**src/rtl/mem_lsu.sv**
```systemverilog
// Load/store initiator for the word-wide memory bus: byte-lane masking, store replication, load extension, timeout.
// Optional macro LSU_MISALIGN_TRAP_EN turns misaligned half/word requests into error responses with no bus access.
module mem_lsu #(
  parameter int TIMEOUT_CYCLES = 16
) (
  input  logic        clk,
  input  logic        rst,
  input  logic        req_valid,
  output logic        req_ready,
  input  logic        req_write,
  input  logic [31:0] req_addr,
  input  logic [1:0]  req_size,
  input  logic        req_unsigned,
  input  logic [31:0] req_wdata,
  output logic        resp_valid,
  output logic [31:0] resp_rdata,
  output logic        resp_error,
  output logic [31:0] mem_addr,
  output logic [31:0] mem_wdata,
  output logic [3:0]  mem_wmask,
  output logic        mem_wstrobe,
  output logic        mem_rstrobe,
  input  logic [31:0] mem_rdata,
  input  logic        mem_done
);

  localparam int CW = $clog2(TIMEOUT_CYCLES);

  typedef enum logic [1:0] {IDLE, ISSUE, WAIT, RESP} state_t;

  state_t        state, state_nxt;
  logic [CW-1:0] cnt;
  logic          write_q, uns_q, err_q;
  logic [1:0]    size_q;
  logic [31:0]   addr_q, wdata_q, rdata_q;
  logic          req_bad, timeout;
  logic [7:0]    ld_byte;
  logic [15:0]   ld_half;
  logic [31:0]   load_ext;

  // Request-side errors skip the bus entirely and go straight to RESP.
  always_comb begin
    req_bad = (req_size == 2'b11);
`ifdef LSU_MISALIGN_TRAP_EN
    if (req_size == 2'b01 && req_addr[0])
      req_bad = 1'b1;
    if (req_size == 2'b10 && req_addr[1:0] != 2'b00)
      req_bad = 1'b1;
`else
    req_bad = req_bad;
`endif
  end

  assign timeout = (cnt == CW'(TIMEOUT_CYCLES - 1));

  always_ff @(posedge clk) begin
    if (rst)
      state <= IDLE;
    else
      state <= state_nxt;
  end

  always_comb begin
    state_nxt   = state;
    req_ready   = 1'b0;
    mem_rstrobe = 1'b0;
    mem_wstrobe = 1'b0;
    resp_valid  = 1'b0;
    case (state)
      IDLE: begin
        req_ready = 1'b1;
        if (req_valid)
          state_nxt = req_bad ? RESP : ISSUE;
      end
      ISSUE: begin
        mem_rstrobe = !write_q;
        mem_wstrobe = write_q;
        state_nxt   = WAIT;
      end
      WAIT: begin
        if (mem_done || timeout)
          state_nxt = RESP;
      end
      RESP: begin
        resp_valid = 1'b1;
        state_nxt  = IDLE;
      end
      default: state_nxt = IDLE;
    endcase
  end

  // Lane selection uses only the offset bits meaningful for the access size.
  always_comb begin
    ld_byte = mem_rdata[{addr_q[1:0], 3'b000} +: 8];
    ld_half = mem_rdata[{addr_q[1], 4'b0000} +: 16];
    case (size_q)
      2'b00:   load_ext = uns_q ? {24'b0, ld_byte} : {{24{ld_byte[7]}}, ld_byte};
      2'b01:   load_ext = uns_q ? {16'b0, ld_half} : {{16{ld_half[15]}}, ld_half};
      default: load_ext = mem_rdata;
    endcase
  end

  always_ff @(posedge clk) begin
    if (rst) begin
      write_q <= 1'b0;
      uns_q   <= 1'b0;
      err_q   <= 1'b0;
      size_q  <= 2'b00;
      addr_q  <= 32'b0;
      wdata_q <= 32'b0;
      rdata_q <= 32'b0;
      cnt     <= '0;
    end else begin
      case (state)
        IDLE: begin
          if (req_valid) begin
            write_q <= req_write;
            uns_q   <= req_unsigned;
            err_q   <= req_bad;
            size_q  <= req_size;
            addr_q  <= req_addr;
            wdata_q <= req_wdata;
            rdata_q <= 32'b0;
          end
        end
        ISSUE: cnt <= '0;
        WAIT: begin
          cnt <= cnt + 1'b1;
          if (mem_done) begin
            if (!write_q)
              rdata_q <= load_ext;
          end else if (timeout) begin
            err_q <= 1'b1;
          end
        end
        default: ;
      endcase
    end
  end

  assign mem_addr   = {addr_q[31:2], 2'b00};
  assign resp_error = resp_valid && err_q;
  assign resp_rdata = (resp_valid && !err_q) ? rdata_q : 32'b0;

  always_comb begin
    case (size_q)
      2'b00:   mem_wdata = {4{wdata_q[7:0]}};
      2'b01:   mem_wdata = {2{wdata_q[15:0]}};
      default: mem_wdata = wdata_q;
    endcase
  end

  // Byte enables are only presented while a store is on the bus.
  always_comb begin
    mem_wmask = 4'b0000;
    if (write_q && (state == ISSUE || state == WAIT)) begin
      case (size_q)
        2'b00:   mem_wmask = 4'b0001 << addr_q[1:0];
        2'b01:   mem_wmask = 4'b0011 << {addr_q[1], 1'b0};
        default: mem_wmask = 4'b1111;
      endcase
    end
  end

endmodule

```
**config.mk**
```make
export PLATFORM = sky130hd
export DESIGN_NAME = mem_lsu
export DESIGN_NICKNAME = d
export VERILOG_FILES = /design/src/rtl/mem_lsu.sv
export SDC_FILE = /design/constraint.sdc
export NUM_CORES = 1
export LEC_CHECK = 0
export CORE_ASPECT_RATIO = 0.6
export CORE_MARGIN = 3
export CORE_UTILIZATION = 30
export DETAILED_ROUTE_END_ITERATION = 12
export HOLD_SLACK_MARGIN = 0.02
export RECOVER_POWER = 25
export SLEW_MARGIN = 0
export SYNTH_ARGS = -nofsm -noshare
export SYNTH_HDL_FRONTEND = slang
export SYNTH_SLANG_ARGS = --single-unit
```
**constraint.sdc**
```tcl
create_clock -name clk -period 2.3 [get_ports clk]
set_input_delay 0.46 -clock clk [delete_from_list [all_inputs] [get_ports clk]]
set_output_delay 0.46 -clock clk [all_outputs]
set_load 0.05 [all_outputs]
```
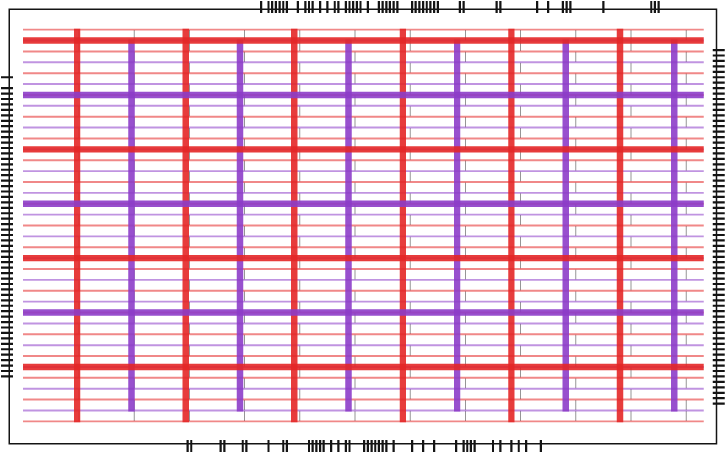
**Above:** supply network.
(4 px per um) Pins as bars on the die edge. Tap cells in grey.
| colour | net |
|---|---|
| red | VSS |
| purple | VDD |
met4 straps: 12
tap cells: 228
met5 straps: 7

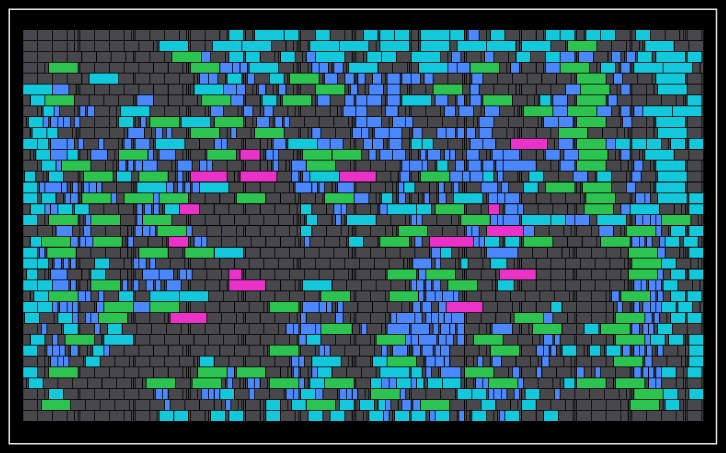
**Above:** placement by cell class.
(4 px per um) Fill, decap, tap and diode cells in grey.
| colour | class | cells |
|---|---|---|
| blue | remaining logic cells | 447 |
| green | registers | 107 |
| cyan | remaining buffers and delay cells | 227 |
| magenta | clock drivers and dummy loads | 15 |

metal layers:
layer  track usage [%]  wire length (um)  vias to the layer above
met1              25.6              8240                     2416
met4              3.03               137                        0
met2              28.4              7850                      199
met3              6.04              1980                       13
li1                  -                 -                     2455
met5                 0                 0                        -
worst register-to-register path: cells and delay by family, from the launching register on:
| family | cells | cell delay [ps] |
|---|---|---|
| AND-OR/OR-AND | 1 | 120 |
| AND/OR/NAND/NOR | 3 | 950 |
| adder cells (fa/ha/maj) | 1 | 280 |
| buffers and inverters | 2 | 260 |
| flip-flops | 1 | 390 |
cell usage in the layout, fill, tap and decap left out, drive strengths merged, types with 6 or more instances in the layout:
cell type,n
dfxtp,107
nor2b,6
inv,8
mux2i,10
o21ai,22
a221o,16
clkbuf,14
buf,84
and2,35
or3,10
nor3,6
mux2,18
a211o,6
a211oi,8
a32o,7
nor2,16
o2bb2ai,15
clkdlybuf4s50,140
and3b,7
nand2,149
a21oi,83
state kept, by name, indices dropped and copies added, names as in the netlist:
name,flops
size_q,2
state,2
cnt,4
uns_q,1
wdata_q,32
write_q,1
err_q,1
addr_q,32
rdata_q,32
how the worst max path moves through the flow:
stage | end | slack (ps) | cells after the start | from
after global placement | rdata_q[26] | -3 | 5 | mem_done
after CTS | resp_rdata[7] | 20 | 5 | state[0]
after detailed placement | rdata_q[31] | -100 | 5 | mem_done
after floorplan | resp_rdata[10] | 50 | 4 | state[0]
final | mem_wmask[3] | 100 | 5 | state[1]
after global routing | resp_rdata[3] | -10 | 5 | state[0]
cells by family after synthesis:
kind of cell	synth area share [%]
multiplexers	6.22
buffers and inverters	10.2
other	0.0717
AND-OR/OR-AND	20.0
adder cells (fa/ha/maj)	1.20
flip-flops	41.0
AND/OR/NAND/NOR	21.4
==> run notes <==
The flow ran to the end, and the final reports show no timing, DRC or antenna violations. The tools report the type of destination of the critical path as an output port. In this run the mean area of a mapped cell was 8.16 um^2. The critical path endpoint has a required time of 1840 ps. The sequential share of power is 34.1%. The most used flip-flop cell after synthesis is dfxtp_1. STA reports a reg2reg setup slack of 250 ps. The tools report the post-placement worst setup slack as -96.0 ps. The launch instance of the worst register-to-register path was state[0]. The power density normalized to cell area works out to 800 mW/mm^2.

The number of warning messages in the yosys log is 0. Setup repair after global routing could not meet its margin everywhere. The root buffer cell was clkbuf_16.

Per the synthesis report, the number of distinct cell types is 39. Top cell type by total area after synthesis: dfxtp_1. The number of flops mapped to enable cells by yosys was 0.

The tools report the final tally of setup violations as 0. Across all checked pins, the minimum headroom to the slew limit is 45.6%. The final-layout worst hold slack is 455 ps. The fraction of final layout cells with drive strength greater than 1 is 16.8%, and the post-synthesis to final-layout area growth is 55.5%. The logs give 27900 um for the wire length of the first global-routing pass and 11.0 ps for the post-route clock skew. Looking at the worst setup and hold paths, the clock pins of their registers show a slew of 70 ps. The layout contains a multi-input combinational cell count of 439. The logs give 0.0191 mm^2 for the area of the die and 641 for the synthesized netlist cell count. The logs give 2 for the number of gates resized after cts and 0.404 mV for the worst IR drop on VDD. With the tap cell instance count at 228, the final weighted congestion in routability-driven placement is 0.855. The number of buffers on the longest clock path is 2.

The cell count of the worst hold path was 2; the non-clock inverter count in the final layout was 8. The logs give 104 ps for the setup slack after layout and 1564 for the layout filler cell count. The power report lists the clock group at 0.00164 W.

The repair_antennas step left the layout with diodes totalling 0. Measured along the x axis, the die boundary spans 176 um. Yosys reports that the most numerous cell types are nand2_1, dfxtp_1, a21oi_1, buf_4, and2_1.

The run gives 209 as the number of primary I/O pins. The most numerous cell in the Yosys netlist is nand2_1. For this run, the total global-route usage over all layers was measured as 18.4%. Sequential cells placed in the final layout were counted as 107. For reference, the final report shows the max-slew violation count at 0.

At the pin with the least slew margin, the transition time is 816 ps. With the largest fanout of any net on the critical path at 6, the aggregate routed wire length is 18200 um.
Power and IR drop assume default switching activity.
